Fig. 1: gate-type map
Scale: 4 px per um.
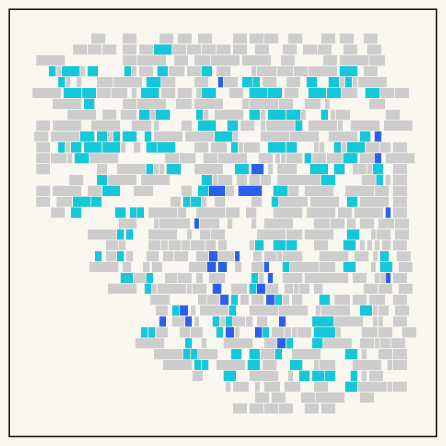
Fig. 2: clock nets
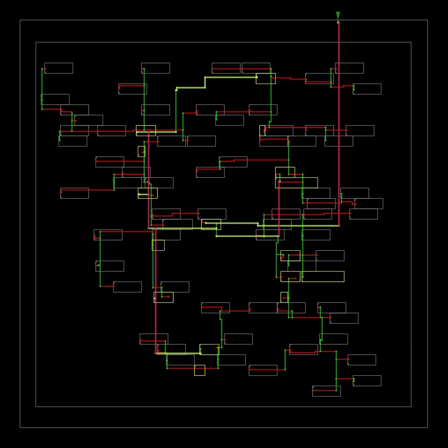
Fig. 3: cell sizes after repair
Scale: 4 px per um.
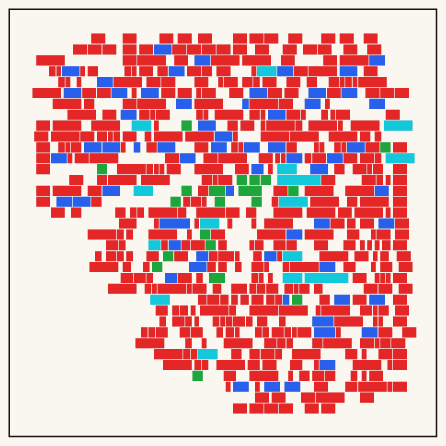
**src/rtl/fb_pkg.sv**
```systemverilog
`default_nettype none
// ============================================================================
// Module : fb_pkg
// Brief  : Shared frame-buffer geometry, pixel type and arbiter state encoding.
// Rev    : 1.0 - initial release
// ============================================================================
package fb_pkg;

    localparam int FB_WIDTH  = 320;
    localparam int FB_HEIGHT = 180;
    localparam int FB_DEPTH  = FB_WIDTH * FB_HEIGHT;

    typedef logic [15:0] pixel_t;

    typedef enum logic [0:0] {
        ST_ARB   = 1'b0,
        ST_CLEAR = 1'b1
    } arb_state_t;

endpackage
`default_nettype wire

```
**src/rtl/rr_arbiter2.sv**
```systemverilog
`default_nettype none
// ============================================================================
// Module : rr_arbiter2
// Brief  : Two-requester round-robin arbiter with a last-grant pointer.
// Rev    : 1.0 - initial release
// ============================================================================
module rr_arbiter2 (
    input  logic       clk,
    input  logic       rst,
    input  logic [1:0] i_req,
    input  logic       i_update,
    output logic [1:0] o_grant
);

    // High when requester 1 won the most recent transfer; reset favours requester 0.
    logic r_last_hi;

    always_comb begin
        o_grant = i_req;
        if (i_req == 2'b11) begin
            o_grant = r_last_hi ? 2'b01 : 2'b10;
        end
    end

    always_ff @(posedge clk) begin
        if (rst) begin
            r_last_hi <= 1'b1;
        end else if (i_update) begin
            r_last_hi <= o_grant[1];
        end
    end

endmodule
`default_nettype wire

```
**src/rtl/fb_write_arbiter.sv**
```systemverilog
`default_nettype none
// ============================================================================
// Module : fb_write_arbiter
// Brief  : Arbitrates CPU and blitter pixel writes and performs full-frame fills.
// Rev    : 1.0 - initial release
// ============================================================================
module fb_write_arbiter #(
    parameter int FB_DEPTH   = fb_pkg::FB_DEPTH,
    parameter int ADDR_WIDTH = 16,
    parameter int DATA_WIDTH = 16
) (
    input  logic                  clk_in,
    input  logic                  rst_in,
    input  logic                  cpu_valid,
    input  logic [ADDR_WIDTH-1:0] cpu_addr,
    input  logic [DATA_WIDTH-1:0] cpu_data,
    output logic                  cpu_ready,
    input  logic                  gpu_valid,
    input  logic [ADDR_WIDTH-1:0] gpu_addr,
    input  logic [DATA_WIDTH-1:0] gpu_data,
    output logic                  gpu_ready,
    input  logic                  clear_start,
    input  logic [DATA_WIDTH-1:0] clear_color,
    output logic                  clear_busy,
    output logic                  clear_done,
    output logic                  fb_we,
    output logic [ADDR_WIDTH-1:0] fb_addr,
    output logic [DATA_WIDTH-1:0] fb_data,
    output logic                  addr_err
);

    import fb_pkg::*;

    localparam logic [ADDR_WIDTH:0]   c_DEPTH_EXT = (ADDR_WIDTH + 1)'(FB_DEPTH);
    localparam logic [ADDR_WIDTH-1:0] c_LAST_ADDR = ADDR_WIDTH'(FB_DEPTH - 1);

    arb_state_t            r_state;
    arb_state_t            w_state_nxt;
    logic [ADDR_WIDTH-1:0] r_clr_cnt;
    logic [ADDR_WIDTH-1:0] w_clr_cnt_nxt;
    logic [DATA_WIDTH-1:0] r_color;
    logic [DATA_WIDTH-1:0] w_color_nxt;
    logic                  r_fb_we;
    logic                  w_fb_we_nxt;
    logic [ADDR_WIDTH-1:0] r_fb_addr;
    logic [ADDR_WIDTH-1:0] w_fb_addr_nxt;
    logic [DATA_WIDTH-1:0] r_fb_data;
    logic [DATA_WIDTH-1:0] w_fb_data_nxt;
    logic                  r_addr_err;
    logic                  w_addr_err_nxt;
    logic                  r_clear_done;
    logic                  w_clear_done_nxt;

    logic [1:0]            w_grant;
    logic                  w_arb_open;
    logic                  w_xfer;
    logic                  w_oor;
    logic [ADDR_WIDTH-1:0] w_sel_addr;
    logic [DATA_WIDTH-1:0] w_sel_data;

    rr_arbiter2 u_rr (
        .clk      (clk_in),
        .rst      (rst_in),
        .i_req    ({gpu_valid, cpu_valid}),
        .i_update (w_xfer),
        .o_grant  (w_grant)
    );

    // A pending fill request closes the arbitration window for this cycle.
    assign w_arb_open = !rst_in && (r_state == ST_ARB) && !clear_start;
    assign cpu_ready  = w_arb_open && w_grant[0];
    assign gpu_ready  = w_arb_open && w_grant[1];
    assign w_xfer     = (cpu_valid && cpu_ready) || (gpu_valid && gpu_ready);
    assign w_sel_addr = w_grant[1] ? gpu_addr : cpu_addr;
    assign w_sel_data = w_grant[1] ? gpu_data : cpu_data;
    assign w_oor      = {1'b0, w_sel_addr} >= c_DEPTH_EXT;

    always_comb begin
        w_state_nxt      = r_state;
        w_clr_cnt_nxt    = r_clr_cnt;
        w_color_nxt      = r_color;
        w_fb_we_nxt      = 1'b0;
        w_fb_addr_nxt    = r_fb_addr;
        w_fb_data_nxt    = r_fb_data;
        w_addr_err_nxt   = 1'b0;
        w_clear_done_nxt = 1'b0;
        case (r_state)
            ST_ARB: begin
                if (clear_start) begin
                    // Present address 0 in the first CLEAR cycle.
                    w_state_nxt   = ST_CLEAR;
                    w_color_nxt   = clear_color;
                    w_clr_cnt_nxt = '0;
                    w_fb_we_nxt   = 1'b1;
                    w_fb_addr_nxt = '0;
                    w_fb_data_nxt = clear_color;
                end else if (w_xfer) begin
                    w_fb_we_nxt    = !w_oor;
                    w_addr_err_nxt = w_oor;
                    w_fb_addr_nxt  = w_sel_addr;
                    w_fb_data_nxt  = w_sel_data;
                end
            end
            ST_CLEAR: begin
                if (r_clr_cnt == c_LAST_ADDR) begin
                    w_state_nxt      = ST_ARB;
                    w_clear_done_nxt = 1'b1;
                end else begin
                    w_clr_cnt_nxt = r_clr_cnt + ADDR_WIDTH'(1);
                    w_fb_we_nxt   = 1'b1;
                    w_fb_addr_nxt = r_clr_cnt + ADDR_WIDTH'(1);
                    w_fb_data_nxt = r_color;
                end
            end
            default: begin
                w_state_nxt = ST_ARB;
            end
        endcase
    end

    always_ff @(posedge clk_in) begin
        if (rst_in) begin
            r_state <= ST_ARB;
        end else begin
            r_state <= w_state_nxt;
        end
    end

    always_ff @(posedge clk_in) begin
        if (rst_in) begin
            r_clr_cnt    <= '0;
            r_color      <= '0;
            r_fb_we      <= 1'b0;
            r_fb_addr    <= '0;
            r_fb_data    <= '0;
            r_addr_err   <= 1'b0;
            r_clear_done <= 1'b0;
        end else begin
            r_clr_cnt    <= w_clr_cnt_nxt;
            r_color      <= w_color_nxt;
            r_fb_we      <= w_fb_we_nxt;
            r_fb_addr    <= w_fb_addr_nxt;
            r_fb_data    <= w_fb_data_nxt;
            r_addr_err   <= w_addr_err_nxt;
            r_clear_done <= w_clear_done_nxt;
        end
    end

    assign clear_busy = (r_state == ST_CLEAR);
    assign clear_done = r_clear_done;
    assign fb_we      = r_fb_we;
    assign fb_addr    = r_fb_addr;
    assign fb_data    = r_fb_data;
    assign addr_err   = r_addr_err;

endmodule
`default_nettype wire

```
**config.mk**
```make
export PLATFORM = sky130hd
export DESIGN_NAME = fb_write_arbiter
export DESIGN_NICKNAME = d
export VERILOG_FILES = /design/src/rtl/fb_pkg.sv /design/src/rtl/rr_arbiter2.sv /design/src/rtl/fb_write_arbiter.sv
export SDC_FILE = /design/constraint.sdc
export NUM_CORES = 1
export LEC_CHECK = 0
export CAP_MARGIN = 10
export CORE_MARGIN = 4
export CORE_UTILIZATION = 40
export DETAILED_ROUTE_END_ITERATION = 7
export PLACE_DENSITY = 0.75
export SETUP_SLACK_MARGIN = 0.1
export SLEW_MARGIN = 5
export SYNTH_ARGS = -nofsm -noshare
export SYNTH_HDL_FRONTEND = slang
export SYNTH_SLANG_ARGS = --single-unit
export TNS_END_PERCENT = 5
```
**constraint.sdc**
```tcl
create_clock -name clk_in -period 2.9 [get_ports clk_in]
set_input_delay 0.29 -clock clk_in [delete_from_list [all_inputs] [get_ports clk_in]]
set_output_delay 0.29 -clock clk_in [all_outputs]
set_load 0.05 [all_outputs]
```
==> results.txt <==
Hold_buf cts -> 0
Hold Path Origin -> rst_in
Layout clock buffers -> 10
Core area -> 9330 um^2
Total power -> 2.56 mW
Seq area share -> 0.255
Compound-Gate Fraction of Synth Area -> 0.332
Critical R2R Launch -> r_clr_cnt[0]$_SDFFE_PP0P_
Setup TNS -> 0 ns
Util after Layout -> 0.581
Post-Synth XOR/XNOR Area -> 0.00678
DR WL met3 -> 922 um
Synth Seq Share -> 0.356
Placed cell count -> 658
Minimum clock period -> 2.54 ns
Post CTS Setup Buffer Count -> 0
# setup viols final -> 0
Leakage dissipation -> 1.87 nW
Synth area leader -> dfxtp_1
R2R cell count -> 6
Leading power group -> sequential cells
YS chip area -> 3870 um^2
Combinational Power -> 0.661 mW
H-tree levels -> 3
First-pass GRT wire length -> 19800 um
I/O pin cnt -> 123
Antenna violations before repair -> 0
Crit share post-route -> 0.876
Arr. time, crit path -> 2.80 ns
Worst path required time -> 3.16 ns
Synth top cell by count -> dfxtp_1
Critical Path Sink -> fb_addr[5]$_SDFFE_PP0P_
Main synth FF type -> dfxtp_1
Synthesized Nets -> 526
CP peak stage delay -> 0.72 ns
Port Buffers -> 122
Worst hold path type -> in2reg
Yosys cell types -> 54
Most instantiated cells after synthesis -> 69 x dfxtp_1, 64 x nand2_1, 41 x clkbuf_1
Routed wl met2 -> 5860 um
Diode count -> 0
Met2 Use GR -> 0.356
Final Instance Count excl. Fillers -> 674
Resize count post-CTS -> 0
Core Rows -> 35
Setup WS pre-CTS -> 0.283 ns
WS Path Type -> reg2reg
Cell Area, Placed -> 5200 um^2
Grt ovf -> 0
Clock latency on the worst-skew pair -> 0.36 ns
Avg Cell Area, Syn -> 8.81 um^2
Multiplexer share of the synthesized area -> 0.0830
Tapcells -> 129
WL/cell -> 18.5 um
Post-DRT Antenna Nets -> 0
Skew final -> 0.0129 ns
Int Pwr -> 1.78 mW
Layout cells sized above 1 -> 0.176
Wl on met1 -> 5360 um
Routed Wire Length -> 12500 um
Reg2Reg Setup Slack -> 0.36 ns
Max layer used -> met4
Total GRT Usage -> 0.217
CP Buf/Inv Count -> 1
Flop pwr share -> 0.404
Critical path capture point type -> flip-flop
Top cells excl fill/tap -> 119 x clkdlybuf4s50_1, 68 x dfxtp_1, 64 x nand2_1
Top cell area share -> 0.356
Chip height -> 106 um
Logic inverters -> 10
Ys async rst share -> 0
Tool Warnings -> 27
Comb pwr share -> 0.258
CP Max Fanout -> 20
Synthesized area -> 3870 um^2
Yosys adder share -> 0.00323
Starting Density -> 0.415
Status -> completed
Routing usage on met1 -> 0.271
Post-detailed-placement half-perimeter wirelength -> 8670 um
Crit-path cells -> ha_1, nand4bb_1, or4_4, a21o_1, buf_4, a311oi_1
CTS tree -> built
Worst path depth -> 6
DR pass1 iterations -> 7
Clock Tree Root -> clkbuf_8
Simple-Gate Area Share -> 0.150
MI comb cells -> 311
Largest net degree at the start of global routing -> 40
Worst-margin pin slew -> 0.779 ns
Ys cells -> 440
Pwr Density -> 473 nW/um^2
Hold EP -> r_color[2]$_SDFFE_PP0P_
GR Util met3 -> 0.0510
Max_cap viols -> 0
DIE WIDTH -> 106 um
RSZ-0062 raised after global routing -> false
Register area -> 1380 um^2
Vias in the first global route -> 3915
CP Launch Point -> r_clr_cnt[0]$_SDFFE_PP0P_
Flops after synth -> 69
Clock network area share -> 0.0395
Max Freq -> 394 MHz
Clock group -> 0.866 mW
Fin nets -> 626
Post-synth EDFFs -> 0
Worst-case clock buffer depth -> 2
DRC violations left -> 0
Most Crowded Layer GR -> met2
Endpoints failing hold -> 0
FILL cells -> 842
Comb area -> 2240 um^2
Hold slack -> 0.424 ns
Vias -> 3980
Clock group share of total power -> 0.338
Chip area -> 11300 um^2
Hold path depth -> 2
Via density -> 5.91
RePlAce Congestion -> 0.794
Clk pin slew, worst setup/hold paths -> 0.08 ns
Non-clock buffering overhead -> 0.254
Top comb family, area -> AND-OR/OR-AND gates
Rel. slew slack -> 0.480
Largest cell class by area -> logic gates
Family with the most delay on the worst path -> simple AND/OR/NAND/NOR gates
Synth Instances -> 440
Seq power -> 1.04 mW
Detailed Route Iter0 Violations -> 310
VDD IR max -> 0.244 mV
## Picture notes: Fig. 1
aoi and oai cells -> cyan  # cells 130, most used a21oi_1, where all over the die
nor cells -> blue  # cells 26, most used nor4_1
multi-input combinational area share: 0.414
most numerous logic cell after layout: clkdlybuf4s50_1

## Picture notes: Fig. 2
Flop Count: 69
Num Clock Sinks: 69

## Picture notes: Fig. 3
x6 and larger -> cyan  # cells 15, share 2.8%, most used clkbuf_8
x3 and x4 -> green  # cells 20, share 3.7%, most used buf_4
x2 -> blue  # cells 61, share 11%, most used mux2_2
x1 and smaller -> red  # cells 449, share 82%, most used clkdlybuf4s50_1
Post-Layout Inst Area: 5420 um^2
Area Overhead vs Synth: 39.7%
bufs w/o clock: 139
worst setup margin: 0.360 ns

Power and IR drop assume default switching activity.
